<file path="config.mk">
export PLATFORM = sky130hd
export DESIGN_NAME = psimd_issue_ctrl
export DESIGN_NICKNAME = d
export VERILOG_FILES = /design/src/rtl/psimd_pkg.sv /design/src/rtl/psimd_flag_acc.sv /design/src/rtl/psimd_issue_ctrl.sv
export SDC_FILE = /design/constraint.sdc
export NUM_CORES = 1
export LEC_CHECK = 0
export CORE_MARGIN = 2
export CORE_UTILIZATION = 40
export DETAILED_ROUTE_END_ITERATION = 8
export PLACE_DENSITY = 0.79
export SYNTH_ARGS = -nofsm -noshare
export SYNTH_HDL_FRONTEND = slang
export SYNTH_SLANG_ARGS = --single-unit
</file>
<file path="constraint.sdc">
create_clock -name clk -period 1.75 [get_ports clk]
set_clock_uncertainty 0.05 [all_clocks]
set_input_delay 0.35 -clock clk [delete_from_list [all_inputs] [get_ports clk]]
set_output_delay 0.35 -clock clk [all_outputs]
set_load 0.01 [all_outputs]
</file>
<file path="src/rtl/psimd_pkg.sv">
// Shared types and constants for the PSIMD issue controller.
// Issue states, fflags bit positions, default multi-cycle timeout and the lane-reduction helper.
package psimd_pkg;

  typedef enum logic [2:0] {
    IDLE = 3'd0,
    READ = 3'd1,
    EXEC = 3'd2,
    WAIT = 3'd3,
    WB   = 3'd4
  } issue_state_t;

  localparam int FFLAG_W  = 5;
  localparam int FFLAG_NV = 4;
  localparam int FFLAG_DZ = 3;
  localparam int FFLAG_OF = 2;
  localparam int FFLAG_UF = 1;
  localparam int FFLAG_NX = 0;

  localparam int EXEC_TIMEOUT_DEF = 31;

  // A flag is raised when any of the four lanes raised it.
  function automatic logic [FFLAG_W-1:0] lane_reduce(
    input logic [3:0] nv,
    input logic [3:0] dz,
    input logic [3:0] ov,
    input logic [3:0] uf,
    input logic [3:0] nx
  );
    logic [FFLAG_W-1:0] f;
    f           = '0;
    f[FFLAG_NV] = |nv;
    f[FFLAG_DZ] = |dz;
    f[FFLAG_OF] = |ov;
    f[FFLAG_UF] = |uf;
    f[FFLAG_NX] = |nx;
    return f;
  endfunction

endpackage

</file>
<file path="src/rtl/psimd_flag_acc.sv">
// Lane reduction, capture register and fflags update for the PSIMD issue controller.
// PSIMD_ISSUE_STICKY_FFLAGS_EN selects accumulating flags with clear; otherwise each WB overwrites.
module psimd_flag_acc
  import psimd_pkg::*;
(
  input  logic               clk,
  input  logic               rst,
  input  logic               capture,
  input  logic               commit,
  input  logic               clr,
  input  logic [3:0]         invalid,
  input  logic [3:0]         inexact,
  input  logic [3:0]         overflow,
  input  logic [3:0]         underflow,
  input  logic [3:0]         div_by_zero,
  output logic [FFLAG_W-1:0] fflags
);

  logic [FFLAG_W-1:0] cap_q;

  always_ff @(posedge clk) begin
    if (rst) begin
      cap_q <= '0;
    end else if (capture) begin
      cap_q <= lane_reduce(invalid, div_by_zero, overflow, underflow, inexact);
    end
  end

`ifdef PSIMD_ISSUE_STICKY_FFLAGS_EN
  // A clear coincident with write-back still keeps the flags of the retiring op.
  always_ff @(posedge clk) begin
    if (rst) begin
      fflags <= '0;
    end else if (commit) begin
      fflags <= (clr ? '0 : fflags) | cap_q;
    end else if (clr) begin
      fflags <= '0;
    end
  end
`else
  logic unused_clr;
  assign unused_clr = clr;

  always_ff @(posedge clk) begin
    if (rst) begin
      fflags <= '0;
    end else if (commit) begin
      fflags <= cap_q;
    end
  end
`endif

endmodule

</file>
<file path="src/rtl/psimd_issue_ctrl.sv">
// Issue sequencer for the PSIMD DLFloat16 unit: accept, read, execute, wait, write back.
// Flag behaviour depends on PSIMD_ISSUE_STICKY_FFLAGS_EN (handled in psimd_flag_acc).
module psimd_issue_ctrl
  import psimd_pkg::*;
#(
  parameter int EXEC_TIMEOUT = EXEC_TIMEOUT_DEF,
  parameter int CNT_W        = 8
) (
  input  logic               clk,
  input  logic               rst,
  input  logic               instr_valid,
  input  logic [31:0]        instr,
  output logic               instr_ready,
  input  logic               dec_multi,
  input  logic               dec_wr,
  input  logic               dec_illegal,
  input  logic [4:0]         dec_rd,
  output logic [31:0]        instr_q,
  output logic               rf_rd_en,
  output logic               eu_start,
  input  logic               eu_done,
  input  logic [3:0]         invalid,
  input  logic [3:0]         inexact,
  input  logic [3:0]         overflow,
  input  logic [3:0]         underflow,
  input  logic [3:0]         div_by_zero,
  output logic               rf_wr_en,
  output logic [4:0]         rf_wr_addr,
  output logic [FFLAG_W-1:0] fflags,
  input  logic               fflags_clr,
  output logic               done,
  output logic               err_illegal,
  output logic               err_timeout,
  output issue_state_t       dbg_state
);

  // Handshake: an instruction transfers on a rising edge where instr_valid and
  // instr_ready are both high; instr_ready is high only in IDLE and the core
  // holds instr stable until the transfer.

  issue_state_t     state, state_nxt;
  logic [CNT_W-1:0] cnt;
  logic             multi_q, wr_q;
  logic [4:0]       rd_q;
  logic             capture, commit, timeout_hit;

  assign dbg_state   = state;
  assign timeout_hit = (cnt == CNT_W'(EXEC_TIMEOUT));

  always_ff @(posedge clk) begin
    if (rst) begin
      state   <= IDLE;
      cnt     <= '0;
      instr_q <= '0;
      multi_q <= 1'b0;
      wr_q    <= 1'b0;
      rd_q    <= '0;
    end else begin
      state <= state_nxt;
      if (state == IDLE && instr_valid) begin
        instr_q <= instr;
      end
      if (state == READ && !dec_illegal) begin
        multi_q <= dec_multi;
        wr_q    <= dec_wr;
        rd_q    <= dec_rd;
      end
      if (state == EXEC) begin
        cnt <= '0;
      end else if (state == WAIT) begin
        cnt <= cnt + CNT_W'(1);
      end
    end
  end

  always_comb begin
    state_nxt   = state;
    instr_ready = 1'b0;
    rf_rd_en    = 1'b0;
    eu_start    = 1'b0;
    rf_wr_en    = 1'b0;
    rf_wr_addr  = '0;
    done        = 1'b0;
    err_illegal = 1'b0;
    err_timeout = 1'b0;
    capture     = 1'b0;
    commit      = 1'b0;
    case (state)
      IDLE: begin
        instr_ready = 1'b1;
        if (instr_valid) state_nxt = READ;
      end
      READ: begin
        if (dec_illegal) begin
          err_illegal = 1'b1;
          state_nxt   = IDLE;
        end else begin
          rf_rd_en  = 1'b1;
          state_nxt = EXEC;
        end
      end
      EXEC: begin
        eu_start = 1'b1;
        if (multi_q) begin
          state_nxt = WAIT;
        end else begin
          capture   = 1'b1;
          state_nxt = WB;
        end
      end
      WAIT: begin
        // A result arriving in the timeout cycle is still accepted.
        if (eu_done) begin
          capture   = 1'b1;
          state_nxt = WB;
        end else if (timeout_hit) begin
          err_timeout = 1'b1;
          state_nxt   = IDLE;
        end
      end
      WB: begin
        rf_wr_en   = wr_q;
        rf_wr_addr = rd_q;
        done       = 1'b1;
        commit     = 1'b1;
        state_nxt  = IDLE;
      end
      default: state_nxt = IDLE;
    endcase
  end

  psimd_flag_acc u_flag_acc (
    .clk         (clk),
    .rst         (rst),
    .capture     (capture),
    .commit      (commit),
    .clr         (fflags_clr),
    .invalid     (invalid),
    .inexact     (inexact),
    .overflow    (overflow),
    .underflow   (underflow),
    .div_by_zero (div_by_zero),
    .fflags      (fflags)
  );

endmodule

</file>
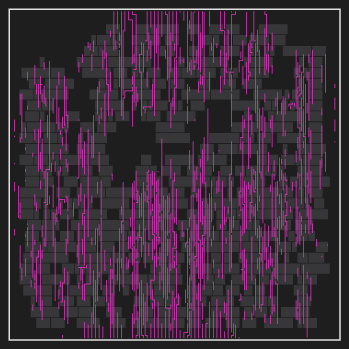
(run_1/met2.png)
Drawn at 4 px/um. Cells faint in the background.
share of all routed wire: 51%
wire length on this layer: 3730 um
main direction: vertical
longest straight run: 28.9 um
nets with wire on the layer: 435
via count: 2622
met2 usage: 0.387
Routed WL: 7300 um

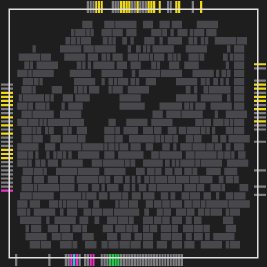
(run_1/pins.png)
Drawn at 3 px/um. Pins as bars across the die edge, other pins in gray.
[`overflow`] green | pins: 4 | direction: input | edge: bottom
[`rf_rd_en`] cyan | pins: 1 | direction: output | edge: bottom
[`instr_q`] yellow | pins: 32 | direction: output | edge: 15 top, 10 left, 7 right
[`rf_wr_addr`] magenta | pins: 5 | direction: output | edge: 4 bottom, 1 left
Die Height: 82.3 um
Die X-Extent: 82.3 um
PortBufs: 115

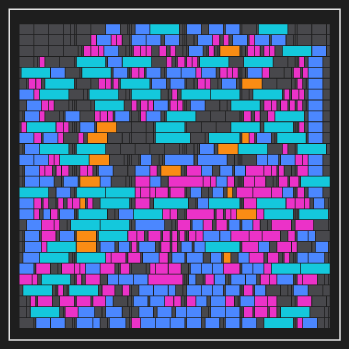
(run_1/cell_classes.png)
Drawn at 4 px/um. Fill, decap, tap and diode cells in gray.
[other buffers and delay cells] blue | cells: 161
[all other logic] magenta | cells: 209
[clock drivers and dummy loads] orange | cells: 15
[flops] cyan | cells: 60
Seq area share: 0.287
core region area: 0.00592 mm2
Layout Utilization: 0.716

==> run 1: registers in the layout (all words and copies together) (netlist names) <==
register and flops:
wr_q 1, instr_q 32, cnt 8, u_flag_acc.cap_q 5
u_flag_acc.fflags 5, dbg_state 3, multi_q 1, rd_q 5
==> run 1: cell families (layout without fill, tap and decap cells) <==
kind of cell	count (synthesis)	count (layout)	synth area share
and+or+nand+nor	134	134	0.274
DFF	60	60	0.489
AOI/OAI and AO/OA	54	54	0.126
buffers and inverters	28	182	0.0494
muxes	13	13	0.0530
adders and majority gates	1	1	0.00510
xor gates and xnor gates	1	1	0.00357
==> run 1: metal layers <==
metal,vias to the layer above,wire length (um),global-route usage
met5,-,0,0
met4,0,125,0.100
met3,12,420,0.0620
met2,71,3730,0.387
met1,1238,3020,0.255
li1,1301,-,-
==> run 1: worst max-delay path, cell delays in order (launching register included) <==
cell     delay, ps
dfxtp_2        340
ha_1           150
or4b_4         470
nor4_2         150
buf_2          170
==> run 1: how the worst min path moves through the flow <==
stage / from / to / cells after the start
floorplan: cnt[1] / cnt[1] / 2
global placement: instr_q[13] / instr_q[13] / 2
detailed placement: instr_q[28] / instr_q[28] / 2
CTS: rst / dbg_state[0] / 4
global route: rst / dbg_state[0] / 4
finish: rst / dbg_state[0] / 4
==> run 1: repair_timing <==
item | 4_1_cts | 5_1_grt
endpoints found under the setup margin | 16 | 14
pin swaps | 5 | 6
buffers inserted | 8 | 4
gates resized | 72 | 17
==> run 1: report_power, final <==
part	internal [uW]	total (uW)	leakage (uW)	switching (uW)
logic	670	1200	0.00106	529
clock network	580	1070	0.0000893	494
registers	1510	1600	0.000492	90.5
==> run 1: cell type report <==
type                       instances  area share
inverter                           6     0.00532
timing repair buffer             161       0.361
tap                               75      0.0222
multi-input combinational        203       0.285
clock inverter                     2     0.00236
sequential                        60       0.287
clock buffer                      13      0.0375
==> run 1: Yosys cell counts (2+ instances only) <==
cell type / number
nor2_1: 14
nor3_1: 8
a211oi_2: 2
and4_1: 6
a31oi_1: 5
a211oi_1: 2
nand2_1: 68
nor4_1: 7
inv_1: 5
buf_2: 9
o31ai_1: 2
clkbuf_1: 9
or3_1: 2
or4_1: 2
o21ai_0: 5
a21oi_1: 36
nand2b_1: 3
and2_1: 7
buf_1: 2
nand3b_1: 2
dfxtp_1: 60
mux2i_1: 13
nand3_1: 4
==> run 1: through the flow <==
stage / power (uW) / hold WS [ps]
finish: 3870 / 353
global route: 4090 / 356
CTS: 3870 / 338
detailed placement: 2730 / 397
global placement: 2700 / 391
floorplan: 2090 / 399
==> Changelog: implementation, run 1 <==
## Implementation

- Status: complete, but fails checks
- Failing checks: negative setup slack
- Post-synthesis sequential element count: 60
- Setup CP Type: flip-flop to primary output
- Pre-CTS setup slack: -481 ps
- Area grow syn2layout: 72.6%
- Post-synthesis instance total: 291
- Logic area: 0.00121 mm2
- Vias in the first global route: 2540
- Min Tclk post-route: 2010 ps
- Largest net degree at the start of global routing: 34
- Critical Path Sink: err_timeout
- Gr usage total: 0.223
- First-pass GRT wire length: 11500 um
- Flip-flops with a built-in enable: 0
- Power per Cell Area: 914 mW/mm2
- Final net count: 507
- Placed cell area: 0.00391 mm2
- Placed cells: 495
- CP Launch Type: flip-flop
- Cts hold-fix bufs: 0
- Crit. End Element: primary output
- Maximum clock rate: 498 MHz
- Setup tns final: -607 ps
- Hold Path Class: primary input to flip-flop
- Cell taking the most area after synthesis: dfxtp_1
- Ys cells: 291
- Rows: 28
- Post-synth seq share: 0.489
- Worst-skew pair later-pin latency: 330 ps
- Post-Layout Cell Count: 520
- Initial antenna violation count: 0
- Hold Vio Cnt, Final: 0
- Yosys warning total: 0
- Setup violators final: 8
- Tool Warnings: 29
- DRC Markers: 0
- Slew HR: 0.729
- Filler cell count: 459
- Clock-pin slew on the worst setup and hold paths: 70 ps
- Ports: 117
- Finished Cell Area: 0.00424 mm2
- H-tree depth: 3
- Fin worst setup slack: -259 ps
- Final ANT Viol Nets: 0
- RSZ-0062 raised after global routing: true
- Avg Cell Area, Syn: 8.44 um2
- Ys async rst share: 0
- Antenna diode count: 0
- TritonCTS Buffers: 9
- Register area: 0.00121 mm2
- Slew Limit Fails: 0
- Post-synth area hogs: dfxtp_1, nand2_1, a21oi_1
- Synth cell types: 41
- Leak pwr: 0.00164 uW
- Initial Util: 0.415
- Synth top area share: 0.489
- Clock sink total: 60
- DRT Pass-1 Iters: 4
- Commonest flop: dfxtp_1
- Share of layout cells above drive strength 1: 0.218
- Clock tree buffer depth: 2
- RR Startpoint: dbg_state[1]
- Area figure in the yosys stat output: 0.00245 mm2
- Final worst-path cycle share: 1.15
- Chip footprint: 0.00678 mm2
==> run 2: changes to the inputs <==
--- a/config.mk
+++ b/config.mk
@@ -8,6 +8,7 @@
 export CORE_MARGIN = 2
 export CORE_UTILIZATION = 40
 export DETAILED_ROUTE_END_ITERATION = 8
+export HOLD_SLACK_MARGIN = 0.15
 export PLACE_DENSITY = 0.79
 export SYNTH_ARGS = -nofsm -noshare
 export SYNTH_HDL_FRONTEND = slang
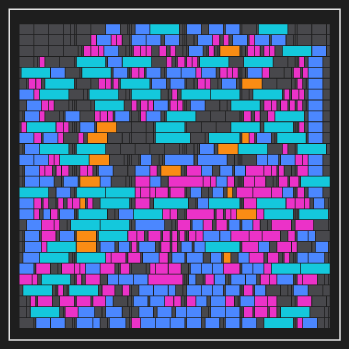
(run_2/cell_classes.png)
Drawn at 4 px/um. Fill, decap, tap and diode cells in gray.
[all other logic] magenta | cells: 209
[clock drivers and dummy loads] orange | cells: 15
[flops] cyan | cells: 60
[other buffers and delay cells] blue | cells: 161
Rows: 28
Finished Cell Area: 0.00424 mm2

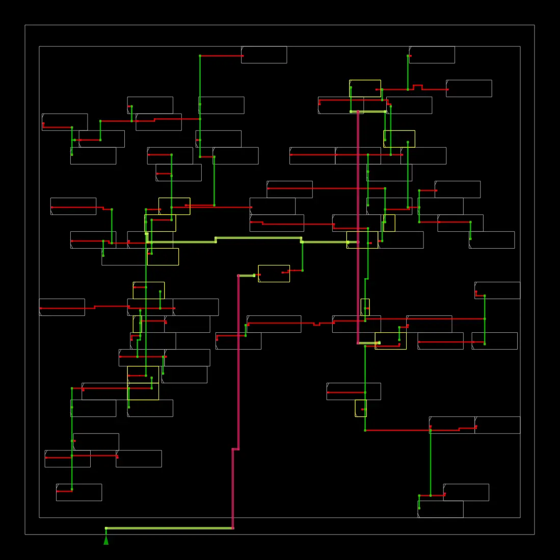
(run_2/final_clocks.png)
CLK BUF: 13
clk pwr: 1070 uW
worst-skew pair later-pin latency: 330 ps
TritonCTS Buffers: 9
registers: 60

==> run 2 against run 1 <==
Clock power hardly changed. Sequential cell count stayed put. Register-to-register slack hardly changed. Routed wire length stayed put. Core utilization stayed put. Global-route usage stayed put. The run still ends with negative setup slack left. Total power stayed put. Highest routed layer unchanged. Synthesized cell count stayed put. Non-clock buffer count stayed put. Worst setup slack stayed put. Hold slack stayed put. Die size stayed put.
==> Changelog: implementation, run 2 <==
## Implementation

- Pwr Total: 3870 uW (unchanged)
- Worst vdd ir: 0.595 mV (unchanged)
- Leak pwr: 0.00164 uW (unchanged)
- H-tree depth: 3 (unchanged)
- Area figure in the yosys stat output: 0.00245 mm2 (unchanged)
- Final net count: 507 (unchanged)
- Die X-Extent: 82.3 um (unchanged)
- Initial Util: 0.415 (unchanged)
- Fin worst setup slack: -259 ps (unchanged)
- DRT Pass-1 Iters: 4 (unchanged)
- Ports: 117 (unchanged)
- Yosys warning total: 0 (unchanged)
- Setup tns final: -607 ps (unchanged)
- Avg Cell Area, Syn: 8.44 um2 (unchanged)
- Via/cell ratio: 5.04 (unchanged)
- Crit. End Element: primary output (unchanged)
- Gr usage total: 0.223 (unchanged)
- Cell taking the most area after synthesis: dfxtp_1 (unchanged)
- Slew Limit Fails: 0 (unchanged)
- Critical path, cell by cell: ha_1 > or4b_4 > nor4_2 > buf_2 (unchanged)
- Post-synth area hogs: dfxtp_1, nand2_1, a21oi_1 (unchanged)
- Clock-pin slew on the worst setup and hold paths: 70 ps (about the same)
- Crit-path max cell delay: 470 ps (about the same)
- Ys async rst share: 0 (unchanged)
- DR WL/cell: 14.0 um (unchanged)
- Mapped cell area: 0.00245 mm2 (unchanged)
- GR Util met1: 0.255 (unchanged)
- Final worst-path cycle share: 1.15 (unchanged)
- Minimum hold slack: 353 ps (unchanged)
- Biggest regs: instr_q (32), cnt (8) (unchanged)
- Chip footprint: 0.00678 mm2 (unchanged)
- First-pass GRT wire length: 11500 um (unchanged)
- Slew HR: 0.729 (unchanged)
- Area grow syn2layout: 72.6% (unchanged)
- Max-Cap Viols: 0 (unchanged)
- Hold Path Class: primary input to flip-flop (unchanged)
- Setup violators final: 8 (unchanged)
- Final ANT Viol Nets: 0 (unchanged)
- Met2 usage: 0.387 (unchanged)
- Most frequent cell after synthesis: nand2_1 (unchanged)
- Failing checks: negative setup slack (unchanged)
- Largest net degree at the start of global routing: 34 (unchanged)
- Initial antenna violation count: 0 (unchanged)
- Routing usage on met3: 0.0620 (unchanged)
- Placed cells: 495 (unchanged)
- Clock sink total: 60 (unchanged)
- Post-synth seq share: 0.489 (unchanged)
- Setup CP Type: flip-flop to primary output (unchanged)
- Ys cells: 291 (unchanged)
- Status: complete, but fails checks (unchanged)
- Min Tclk post-route: 2010 ps (unchanged)
- Maximum clock rate: 498 MHz (unchanged)
- Commonest flop: dfxtp_1 (unchanged)
- PortBufs: 115 (unchanged)
- Post-Layout Cell Count: 520 (unchanged)
- Die Height: 82.3 um (unchanged)
- CP Launch Type: flip-flop (unchanged)
- Bufs and invs on worst path: 1 (unchanged)
- Post-synthesis instance total: 291 (unchanged)
- Crit path max-delay family: simple AND/OR/NAND/NOR gates (unchanged)
- CP required: 1350 ps (about the same)
- Hold Vio Cnt, Final: 0 (unchanged)
- Via count: 2622 (unchanged)
- Critical Path AT: 1610 ps (about the same)
- RSZ-0062 raised after global routing: true (unchanged)
- Least-Margin Pin Slew: 401 ps (unchanged)
- Vias in the first global route: 2540 (unchanged)
- Share of layout cells above drive strength 1: 0.218 (unchanged)
- Worst path slowest cell: or4b_4 (unchanged)
- Flip-flops with a built-in enable: 0 (unchanged)
- Most flops, register: instr_q (unchanged)
- Power per Cell Area: 914 mW/mm2 (unchanged)
- Post-synthesis sequential element count: 60 (unchanged)
- Max FFs per register: 32 (unchanged)
- Antenna diode count: 0 (unchanged)
- Number of nets at floorplan: 357 (unchanged)
- Clock tree buffer depth: 2 (unchanged)
- GR peak layer: met2 (unchanged)
- Tool Warnings: 29 (unchanged)
- Most instantiated logic cells after routing: clkdlybuf4s50_1, nand2_1, dfxtp_1 (unchanged)
- DRC Markers: 0 (unchanged)
- Top post-synthesis cells by count: nand2_1, dfxtp_1, a21oi_1 (unchanged)
- Placer Congestion: 0.772 (unchanged)
- Synth top area share: 0.489 (unchanged)
- Core region area: 0.00592 mm2 (unchanged)
- Routed WL: 7300 um (unchanged)
- Crit path max fanout: 2 (unchanged)
- Synth cell types: 41 (unchanged)
## run 2: routing by layer
metal | share of wire | wire length (um)
met2 | 0.51 | 3730
met4 | 0.017 | 125
met1 | 0.41 | 3020
met3 | 0.058 | 420
met5 | 0 | 0
## run 2: area by class of cell
class	count	area [um2]
tap	75	93.8
clock buffer	13	159
inverter	6	22.5
fill	459	1680
multi-input combinational	203	1210
clock inverter	2	10.0
timing repair buffer	161	1530
sequential	60	1210
## run 2: worst min-delay path, cell delays in order
cell,delay [ps]
buf_2,110
inv_1,90
o41ai_1,100
a21oi_1,40
## run 2: where the power goes
group          internal (uW)  switching (uW)  leakage [uW]  total, uW
registers               1510            90.5      0.000492       1600
clock network            580             494     0.0000893       1070
logic                    670             529       0.00106       1200
## run 2: timing repair
item / CTS / global route
hold buffers: 0 / 0
hold endpoints to repair: 0 / 0
pin swaps: 5 / 6
gates resized: 72 / 17
setup buffers: 8 / 4
endpoints found under the setup margin: 16 / 14
## run 2: cells by family after synthesis
group | synth area share
flip-flops | 0.489
multiplexers | 0.0530
buffers and inverters | 0.0494
adder cells (fa/ha/maj) | 0.00510
XOR/XNOR | 0.00357
AND/OR/NAND/NOR | 0.274
AND-OR/OR-AND | 0.126
## run 2: final timing paths
kind                startpoint  slack, ps            to  cells past startpoint
hold reg to reg     instr_q[9]        410    instr_q[9]                      2
setup / recovery        cnt[1]       -260   err_timeout                      4
setup reg to reg  dbg_state[1]         40        cnt[5]                      6
hold / removal             rst        350  dbg_state[0]                      4
## run 2: metrics by stage
step | utilization | cell area, um2 | worst slack [ps]
after CTS | 0.709 | 4200 | -257
after global routing | 0.716 | 4240 | -345
after floorplan | - | 2460 | 6.73
final | 0.716 | 4240 | -259
after detailed placement | 0.661 | 3910 | -481
after global placement | 0.661 | 3910 | -474
==> run 3: changes to the inputs <==
--- a/config.mk
+++ b/config.mk
@@ -7,9 +7,11 @@
 export LEC_CHECK = 0
 export CORE_MARGIN = 2
 export CORE_UTILIZATION = 40
+export CTS_CLUSTER_DIAMETER = 120
 export DETAILED_ROUTE_END_ITERATION = 8
 export HOLD_SLACK_MARGIN = 0.15
 export PLACE_DENSITY = 0.79
+export SLEW_MARGIN = 20
 export SYNTH_ARGS = -nofsm -noshare
 export SYNTH_HDL_FRONTEND = slang
 export SYNTH_SLANG_ARGS = --single-unit
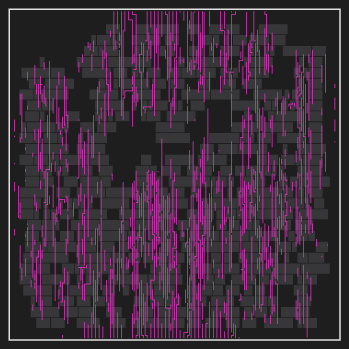
(run_3/met2.png)
Drawn at 4 px/um. Cells faint in the background.
wire length on this layer: 3730 um
nets with wire on the layer: 435
longest straight run: 28.9 um

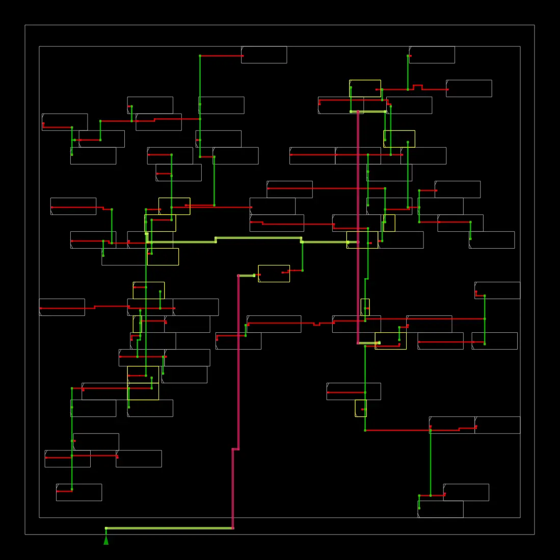
(run_3/final_clocks.png)
clock sink total: 60

==> run 3 against run 2 <==
Critical path depth is the same. Non-clock buffer count did not move. Global-route usage unchanged. The flow still finishes with violations (negative setup slack). Cell count did not move. Cell area did not move. First-iteration DRC count unchanged. Register-to-register slack about the same. Largest cell class unchanged. Combinational power is essentially flat. Critical path type unchanged. Maximum frequency is the same.
==> Changelog: implementation, run 3 <==
## Implementation

- CP Launch Type: flip-flop (unchanged)
- Most flops, register: instr_q (unchanged)
- Post-synthesis instance total: 291 (unchanged)
- Via/cell ratio: 5.04 (unchanged)
- Failing checks: negative setup slack (unchanged)
- Critical path, cell by cell: ha_1 > or4b_4 > nor4_2 > buf_2 (unchanged)
- Maximum clock rate: 498 MHz (unchanged)
- Logic area: 0.00121 mm2 (unchanged)
- Flip-flops with a built-in enable: 0 (unchanged)
- Slew HR: 0.729 (unchanged)
- Clock-pin slew on the worst setup and hold paths: 70 ps (about the same)
- Biggest regs: instr_q (32), cnt (8) (unchanged)
- Rows: 28 (unchanged)
- Synth cell types: 41 (unchanged)
- Tool Warnings: 29 (unchanged)
- Synth mux share: 0.0530 (unchanged)
- Fin worst setup slack: -259 ps (unchanged)
- Reg2Reg Depth: 6 (unchanged)
- Sw frac: 0.288 (unchanged)
- Most frequent cell after synthesis: nand2_1 (unchanged)
- Setup tns final: -607 ps (unchanged)
- Internal power: 2760 uW (unchanged)
- CP required: 1350 ps (about the same)
- Area share of fa/ha/maj cells after synthesis: 0.00510 (unchanged)
- Yosys warning total: 0 (unchanged)
- Minimum hold slack: 353 ps (unchanged)
- Filler cell count: 459 (unchanged)
- Mapped cell area: 0.00245 mm2 (unchanged)
- Combinational fraction of design power: 0.310 (about the same)
- Crit-path max cell delay: 470 ps (about the same)
- DRC Markers: 0 (unchanged)
- Register area: 0.00121 mm2 (unchanged)
- Share of layout cells above drive strength 1: 0.218 (unchanged)
- Via count: 2622 (unchanged)
- Area figure in the yosys stat output: 0.00245 mm2 (unchanged)
- Crit path max fanout: 2 (unchanged)
- NetSw: 1110 uW (unchanged)
- Sequential Power Share: 0.413 (about the same)
- Top post-synthesis cells by count: nand2_1, dfxtp_1, a21oi_1 (unchanged)
- Setup violators final: 8 (unchanged)
- Status: complete, but fails checks (unchanged)
- Hold Vio Cnt, Final: 0 (unchanged)
- Most instantiated logic cells after routing: clkdlybuf4s50_1, nand2_1, dfxtp_1 (unchanged)
- Number of nets at floorplan: 357 (unchanged)
- Ys cells: 291 (unchanged)
- Core region area: 0.00592 mm2 (unchanged)
- Placed cells: 495 (unchanged)
- Least-Margin Pin Slew: 401 ps (unchanged)
- Power per Cell Area: 914 mW/mm2 (unchanged)
- Leak pwr: 0.00164 uW (unchanged)
- Initial Util: 0.415 (unchanged)
- Synth top area share: 0.489 (unchanged)
- Clock power share: 0.277 (about the same)
- Hold Path Class: primary input to flip-flop (unchanged)
- Final net count: 507 (unchanged)
- DRT Pass-1 Iters: 4 (unchanged)
- Bufs and invs on worst path: 1 (unchanged)
- WHS Path Cells: 4 (unchanged)
- Worst-skew pair later-pin latency: 330 ps (about the same)
- Min Tclk post-route: 2010 ps (unchanged)
[run 3: cell counts after synthesis]
Identical to the previous run, type by type.
[run 3: cells by family (layout without fill, tap and decap cells)]
group                    count (synthesis)  after routing
buffers and inverters                   28            182
AND-OR/OR-AND                           54             54
multiplexers                            13             13
XOR/XNOR                                 1              1
flip-flops                              60             60
AND/OR/NAND/NOR                        134            134
adder cells (fa/ha/maj)                  1              1
[run 3: power by group through the flow]
stage               Sequential, uW  Clock (uW)  Combinational, uW
floorplan                     1650           0                441
global placement              1610           0               1090
detailed placement            1620           0               1110
CTS                           1600        1100               1170
global route                  1610        1180               1300
finish                        1600        1070               1200
[run 3: routing by layer]
metal	share of wire	GRT usage	wire length, um
met1	0.41	0.255	3020
met3	0.058	0.0620	420
met2	0.51	0.387	3730
met4	0.017	0.100	125
met5	0	0	0
[run 3: worst max path at each step]
stage / start / endpoint / slack, ps / cells after the start
3_3_place_gp: cnt[0] / err_timeout / -470 / 4
6_report: cnt[1] / err_timeout / -260 / 4
3_5_place_dp: cnt[1] / err_timeout / -480 / 4
5_1_grt: cnt[1] / err_timeout / -350 / 4
4_1_cts: cnt[1] / err_timeout / -260 / 4
2_1_floorplan: cnt[0] / err_timeout / 7 / 3
[run 3: timing repair]
item	4_1_cts	5_1_grt
setup endpoints to repair	16	14
setup buffers	8	4
gates resized	72	17
pin swaps	5	6
[run 3: layout make-up]
type	count	share of cell area
Timing Repair Buffer	161	0.361
Sequential cell	60	0.287
Multi-Input combinational cell	203	0.285
Clock buffer	13	0.0375
Tap cell	75	0.0222
Inverter	6	0.00532
Clock inverter	2	0.00236
[run 3: per-stage QoR]
stage | total power, uW | worst slack [ps]
6_report | 3870 | -259
5_1_grt | 4090 | -345
4_1_cts | 3870 | -257
3_5_place_dp | 2730 | -481
3_3_place_gp | 2700 | -474
2_1_floorplan | 2090 | 6.73
[run 3: worst min-delay path, cell delays in order]
cell and delay (ps):
buf_2 110, inv_1 90, o41ai_1 100, a21oi_1 40
Power is estimated from default activity; no workload was simulated.
